==> src/rtl/median_host_ctrl.sv <==
// median_host_ctrl: host-side loader / launcher / reader for MEDIAN_Top.
// Streams 32-bit words into MemA, starts the core, waits for Done_t, then
// streams the result bytes out of MemO port B.
// Optional Done_t watchdog and ERR state: define MEDIAN_HOST_TIMEOUT_EN.
module median_host_ctrl #(
    parameter int unsigned A_WIDTH = 8,
    parameter int unsigned D_WIDTH = 8,
    parameter int unsigned R_WIDTH = 3,
    parameter int unsigned RD_LAT  = 2
`ifdef MEDIAN_HOST_TIMEOUT_EN
    ,
    parameter int unsigned TO_CYC  = 4096
`endif
) (
    input  logic                       Clk,
    input  logic                       Rst_n,
    input  logic                       Start,
    output logic                       Busy,
    input  logic                       In_valid,
    output logic                       In_ready,
    input  logic [31:0]                In_data,
    output logic                       Out_valid,
    input  logic                       Out_ready,
    output logic [D_WIDTH-1:0]         Out_data,
    output logic                       Out_last,
    output logic                       Err,
    output logic                       Rst_Core,
    output logic                       Go_t,
    input  logic                       Done_t,
    output logic [31:0]                MA_di32,
    output logic [A_WIDTH-3:0]         MA_Addr6,
    output logic                       MA_enb,
    output logic                       MA_web,
    output logic [A_WIDTH-R_WIDTH-1:0] MO_Addr5b,
    output logic                       MO_enb,
    output logic                       MO_web,
    input  logic [D_WIDTH-1:0]         MO_do8b
);

    localparam int unsigned AW      = A_WIDTH - 2;
    localparam int unsigned OW      = A_WIDTH - R_WIDTH;
    localparam int unsigned WC_W    = A_WIDTH - 1;
    localparam int unsigned RC_W    = OW + 1;
    localparam int unsigned N_WORDS = 1 << AW;
    localparam int unsigned N_RES   = 1 << OW;
    localparam int unsigned LC_W    = $clog2(RD_LAT + 1);

    localparam logic [WC_W-1:0] WORD_LAST = WC_W'(N_WORDS - 1);
    localparam logic [RC_W-1:0] RES_LAST  = RC_W'(N_RES - 1);
    localparam logic [LC_W-1:0] LAT_LAST  = LC_W'(RD_LAT);

`ifdef MEDIAN_HOST_TIMEOUT_EN
    localparam int unsigned WD_W = $clog2(TO_CYC + 1);
    localparam logic [WD_W-1:0] TO_LAST = WD_W'(TO_CYC - 1);
`endif

    typedef enum logic [2:0] {
        S_IDLE,
        S_LOAD,
        S_GO,
        S_WAIT,
        S_READ
`ifdef MEDIAN_HOST_TIMEOUT_EN
        ,
        S_ERR
`endif
    } state_t;

    state_t              state;
    state_t              state_next;
    logic [WC_W-1:0]     wcnt;
    logic [RC_W-1:0]     rcnt;
    logic [LC_W-1:0]     lcnt;
    logic                go_d;
    logic                ld_hs;
    logic                rd_hs;
    logic                rd_cap;
    logic                rd_enter;
    logic                core_held;
`ifdef MEDIAN_HOST_TIMEOUT_EN
    logic [WD_W-1:0]     wdog;
`endif

    // Input handshake is qualified by the state alone.
    assign In_ready = (state == S_LOAD);
    assign MO_web   = 1'b0;

    // State register.
    always_ff @(posedge Clk or negedge Rst_n) begin
        if (!Rst_n) begin
            state <= S_IDLE;
        end else begin
            state <= state_next;
        end
    end

    // Next-state logic and handshake decode.
    always_comb begin
        state_next = state;
        ld_hs      = 1'b0;
        rd_hs      = 1'b0;
        rd_cap     = 1'b0;
        rd_enter   = 1'b0;
        core_held  = 1'b0;
        case (state)
            S_IDLE: begin
                if (Start) state_next = S_LOAD;
            end
            S_LOAD: begin
                ld_hs = In_valid;
                if (In_valid && (wcnt == WORD_LAST)) state_next = S_GO;
            end
            S_GO: begin
                state_next = S_WAIT;
            end
            S_WAIT: begin
                // A Done_t left over from before the Go_t pulse is ignored.
                if (Done_t && !go_d) begin
                    state_next = S_READ;
                    rd_enter   = 1'b1;
                end
`ifdef MEDIAN_HOST_TIMEOUT_EN
                else if (wdog == TO_LAST) begin
                    state_next = S_ERR;
                end
`endif
            end
            S_READ: begin
                rd_cap = MO_enb && (lcnt == LAT_LAST);
                rd_hs  = Out_valid && Out_ready;
                if (rd_hs && (rcnt == RES_LAST)) state_next = S_IDLE;
            end
`ifdef MEDIAN_HOST_TIMEOUT_EN
            S_ERR: begin
                if (Start) state_next = S_LOAD;
            end
`endif
            default: begin
                state_next = S_IDLE;
            end
        endcase
        // Core is held in reset whenever no job is running on it.
        core_held = (state_next == S_IDLE) || (state_next == S_LOAD);
`ifdef MEDIAN_HOST_TIMEOUT_EN
        core_held = core_held || (state_next == S_ERR);
`endif
    end

    // Status outputs registered from the next state.
    always_ff @(posedge Clk or negedge Rst_n) begin
        if (!Rst_n) begin
            Busy     <= 1'b0;
            Rst_Core <= 1'b1;
            Go_t     <= 1'b0;
            go_d     <= 1'b0;
        end else begin
            Busy     <= (state_next != S_IDLE);
            Rst_Core <= core_held;
            Go_t     <= (state_next == S_GO);
            go_d     <= (state == S_GO);
        end
    end

`ifdef MEDIAN_HOST_TIMEOUT_EN
    // Watchdog over WAIT and the sticky abort flag.
    always_ff @(posedge Clk or negedge Rst_n) begin
        if (!Rst_n) begin
            wdog <= '0;
            Err  <= 1'b0;
        end else begin
            wdog <= (state == S_WAIT) ? wdog + WD_W'(1) : '0;
            Err  <= (state_next == S_ERR);
        end
    end
`else
    assign Err = 1'b0;
`endif

    // MemA write port: one registered write per accepted input word.
    always_ff @(posedge Clk or negedge Rst_n) begin
        if (!Rst_n) begin
            wcnt     <= '0;
            MA_enb   <= 1'b0;
            MA_web   <= 1'b0;
            MA_Addr6 <= '0;
            MA_di32  <= '0;
        end else begin
            MA_enb <= ld_hs;
            MA_web <= ld_hs;
            if (ld_hs) begin
                MA_Addr6 <= AW'(wcnt);
                MA_di32  <= In_data;
            end
            if (state != S_LOAD) begin
                wcnt <= '0;
            end else if (ld_hs) begin
                wcnt <= wcnt + WC_W'(1);
            end
        end
    end

    // MemO read sequencing and output byte register.
    always_ff @(posedge Clk or negedge Rst_n) begin
        if (!Rst_n) begin
            rcnt      <= '0;
            lcnt      <= '0;
            MO_enb    <= 1'b0;
            MO_Addr5b <= '0;
            Out_valid <= 1'b0;
            Out_data  <= '0;
            Out_last  <= 1'b0;
        end else if (rd_enter) begin
            rcnt      <= '0;
            lcnt      <= '0;
            MO_enb    <= 1'b1;
            MO_Addr5b <= '0;
        end else if (rd_cap) begin
            MO_enb    <= 1'b0;
            Out_valid <= 1'b1;
            Out_data  <= MO_do8b;
            Out_last  <= (rcnt == RES_LAST);
        end else if (state == S_READ && MO_enb) begin
            lcnt <= lcnt + LC_W'(1);
        end else if (rd_hs) begin
            Out_valid <= 1'b0;
            Out_last  <= 1'b0;
            rcnt      <= rcnt + RC_W'(1);
            if (rcnt != RES_LAST) begin
                MO_enb    <= 1'b1;
                MO_Addr5b <= OW'(rcnt + RC_W'(1));
                lcnt      <= '0;
            end
        end
    end

endmodule

==> config.mk <==
export PLATFORM = sky130hd
export DESIGN_NAME = median_host_ctrl
export DESIGN_NICKNAME = d
export VERILOG_FILES = /design/src/rtl/median_host_ctrl.sv
export SDC_FILE = /design/constraint.sdc
export NUM_CORES = 1
export LEC_CHECK = 0
export CAP_MARGIN = 15
export CORE_UTILIZATION = 40
export CTS_CLUSTER_SIZE = 10
export DETAILED_ROUTE_END_ITERATION = 8
export PLACE_DENSITY = 0.74
export SYNTH_ARGS = -nofsm -noshare
export SYNTH_HDL_FRONTEND = slang
export SYNTH_SLANG_ARGS = --single-unit
==> constraint.sdc <==
create_clock -name Clk -period 3.4 [get_ports Clk]
set_input_delay 1.02 -clock Clk [delete_from_list [all_inputs] [get_ports Clk]]
set_output_delay 1.02 -clock Clk [all_outputs]
set_load 0.01 [all_outputs]
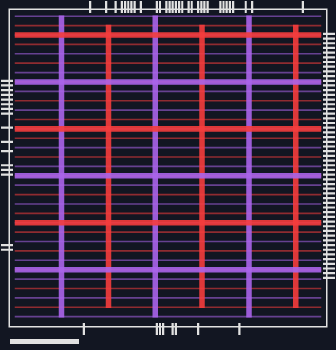
pdn.png
Scale bar: 20 um. Pins as bars on the die edge.
red -> VDD
purple -> VSS
met5 straps = 6
rows = 32
met1 rails = 33

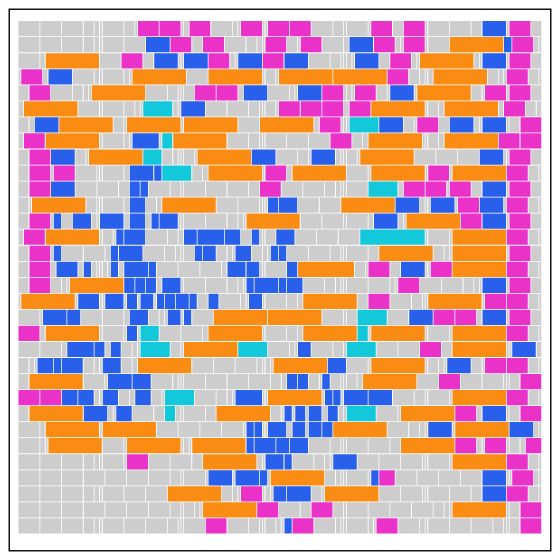
cell_classes.png
Fill, decap, tap and diode cells in gray.
cyan -> clock drivers and dummy loads  # cells 16, share of their area 4.6%
magenta -> other buffers and delay cells  # cells 106, share of their area 24%
blue -> all other logic  # cells 151, share of their area 27%
orange -> flip-flops  # cells 77, share of their area 44%

==> flow_summary.rst <==
Physical design figures
=======================

.. list-table::
   :header-rows: 1

   * - Metric
     - Value
   * - Comb group
     - 559 uW
   * - DRC violation total after the first TritonRoute iteration
     - 126
   * - Cts repair resizes
     - 0
   * - Post-layout period usage
     - 81.4%
   * - Synth flops
     - 77
   * - Slew of the pin with the lowest slew margin
     - 0.930 ns
   * - Power per unit of standard cell area
     - 528 nW/um^2
   * - EDFF count, synth
     - 0
   * - Fraction of met2 tracks used by global routing
     - 26.6%
   * - Biggest register
     - MA_di32
   * - Total via count after detailed routing
     - 2,227
   * - Cell types with the largest area share after synthesis
     - dfrtp_1, mux2_2, a21o_1
   * - Sw Pwr
     - 629 uW
   * - Worst hold start
     - wcnt[6]$_DFFE_PN0P_
   * - Routed metal-1 wirelength
     - 2.85 mm
   * - Vias per Instance
     - 4.93
   * - Multi-input gate share of the layout cell area
     - 26.4%
   * - Area growth from synthesis to final layout
     - 40.8%
   * - I/O pin count
     - 108
   * - Chip height
     - 91.6 um
   * - Number of iterations in the first detailed-routing pass
     - 4
   * - XOR-XNOR Cells, Area Fraction
     - 1.91%
   * - Setup tns final
     - 0 ns
   * - DPL Wire Length
     - 4.59 mm
   * - Number of hold-slack violations in the final timing report
     - 0
   * - CTS tree
     - done
   * - Path type of the worst min-delay path
     - reg -> reg
   * - Deepest level of the CTS H-tree
     - 3
   * - Initial antenna violation count
     - 0
   * - Delay-heaviest family, CP
     - buffers and inverters
   * - Max VDD drop
     - 217 uV
   * - Final design utilization
     - 58.5%
   * - Max frequency
     - 0.361 GHz
   * - TAP cells
     - 102
   * - Number of buffers created by CTS
     - 9
   * - Leakage power of the design
     - 1.95 nW
   * - Global route total overflow
     - 0
   * - Post-layout instance count excluding filler cells
     - 452
   * - Comb power frac
     - 23.4%
   * - Arithmetic-cell share of the synthesized area counting full adders, half adders and majority gates
     - 1.17%
   * - Combinational Gates
     - 147
   * - R2r startpoint
     - state[1]$_DFF_PN0_
   * - Internal Dissipation
     - 1.76 mW
   * - Number of sequential cells in the layout
     - 77
   * - Share of synthesized area spent on multiplexers
     - 17.5%
   * - Detailed-routed wire length on met2
     - 3.08 mm
   * - Number of buffers inserted by hold repair at cts
     - 0
   * - Slew HR
     - 38.0%
   * - Top_reg_cell synth
     - dfrtp_1
   * - Post-Place Cell Area
     - 4320 sq um
   * - Total met3 wirelength after detailed routing
     - 460 um
   * - Result of the run
     - finished clean
   * - Power dissipated in sequential cells
     - 1.15 mW
   * - Proportion of power drawn by the clock network
     - 28.5%
   * - RSZ-0062 raised after global routing
     - false
   * - Cell count of the worst reg-to-reg path
     - 7
   * - Total number of clock tree sinks
     - 77
   * - Cell count after placement
     - 436
   * - Top post-synthesis cells by count
     - dfrtp_1, mux2_2, nand2_1, nor2_1, a21o_1
   * - Critical path, cell by cell
     - nor2_1 -> nand2_2 -> inv_2 -> clkdlybuf4s50_1
   * - Pin count of the biggest net entering global routing
     - 78
   * - Non-clock buffering overhead in the final layout
     - 23.4%
   * - Non-Clock Buffer Count
     - 106
   * - Filler cell count in the final layout
     - 632
   * - Core area
     - 7730 sq um
   * - Worst Hold Path EP
     - Go_t$_DFF_PN0_
   * - Std-Cell Rows
     - 32
   * - Area taken by multi-input logic gates
     - 1190 sq um
   * - Largest area contributor in the synthesized netlist
     - dfrtp_1
   * - Antenna violation net count after detailed routing
     - 0
   * - Share of the synthesized area in the top cell type
     - 59.3%
   * - Largest registers
     - MA_di32: 32 flops, Out_data: 8 flops, wcnt: 7 flops
   * - Setup WS post-layout
     - 0.632 ns
   * - Top routing layer in use
     - met4
   * - Number of setup violations in the final report
     - 0
   * - Reg-to-reg endpoint
     - MA_di32[24]$_DFFE_PN0P_
   * - Switching portion of total power
     - 26.4%
   * - Post-detailed-route wirelength per cell
     - 14.4 um
   * - Post-Route Skew
     - 0.00855 ns
   * - Count of buffers inserted at the top-level ports
     - 105
   * - Minimum hold slack
     - 0.472 ns
   * - Sequential share of the synthesized area
     - 60.1%
   * - Type of the worst setup path
     - reg -> out
   * - CP required
     - 2.38 ns
   * - Power share of the sequential group
     - 48.1%
   * - Top cell excl fill/tap
     - clkdlybuf4s50_1
   * - Final-stage net count
     - 394
   * - Cell count after synthesis
     - 239
   * - Largest stage delay on the critical path
     - 0.53 ns
   * - Highest-count cells in the layout ignoring fill and taps
     - clkdlybuf4s50_1, dfrtp_1, mux2_2
   * - Floorplan-stage core utilization
     - 41.5%
   * - Clkbuf count
     - 10
   * - GR met3 Demand/Resource
     - 3.27%
   * - Number of cells traversed by the worst hold path
     - 1
   * - N_diodes
     - 0
   * - Inverter tally of the final layout excluding the clock network
     - 4
   * - Top Consumer
     - sequential cells
   * - Dominant kind of cell
     - flip-flops and latches
   * - Worst-case setup slack after placement
     - 0.573 ns
   * - Global-route total usage across every layer
     - 16.2%
   * - Simple-gate area share of the yosys netlist
     - 10.4%
   * - Number of remaining DRC errors
     - 0
   * - Routed Wire Length
     - 6.49 mm
   * - Clock transition at the registers of the reported paths
     - 0.08 ns
   * - Cell total in the yosys stat output
     - 239
   * - GRT Max-Usage Layer
     - met2
   * - Per-instance average area after synthesis
     - 13.4 sq um
   * - Crit. Startpoint
     - state[1]$_DFF_PN0_
   * - Area of the chip
     - 8390 sq um
   * - Count leader, synth
     - dfrtp_1
   * - R2R setup slack
     - 1.42 ns
   * - Number of different library cells in the post-synthesis netlist
     - 47
   * - Share of final-layout standard cells stronger than drive strength 1
     - 22.3%
   * - Critical Path Sink Type
     - primary output
   * - Number of flip-flops under the largest register name
     - 32
   * - Log Warnings
     - 26
   * - Final clock-cell share
     - 4.43%
   * - Prevailing logic family in the synthesized netlist
     - multiplexers
   * - Slowest library cell on the worst path
     - clkdlybuf4s50_1
   * - X dimension of the die
     - 91.6 um
   * - Root Buffer Master
     - clkbuf_8
   * - Critical path buffer and inverter count
     - 2
   * - Worst-skew pair later-pin latency
     - 0.34 ns
   * - Final RePlAce weighted congestion
     - 0.740
   * - Power attributed to the clock group
     - 680 uW
   * - Number of buffers on the longest clock path
     - 2
   * - CP Max Fanout
     - 10
   * - Crit path to
     - In_ready
   * - Seq/total area
     - 42.7%
   * - Number of max-slew violations in the final report
     - 0
   * - Ao+oa area frac
     - 5.89%
   * - Post-CTS repair timing setup buffer count
     - 0
   * - Logic depth of the worst setup path including buffers
     - 4
   * - Wire length of the first global-routing pass
     - 10.6 mm
   * - Number of maximum-capacitance violations
     - 0
   * - Async set or reset register ratio after synthesis
     - 100%
   * - Reg area
     - 1930 sq um
   * - Post-route minimum period
     - 2.77 ns
   * - YS chip area
     - 3210 sq um
Power and IR drop assume default switching activity.
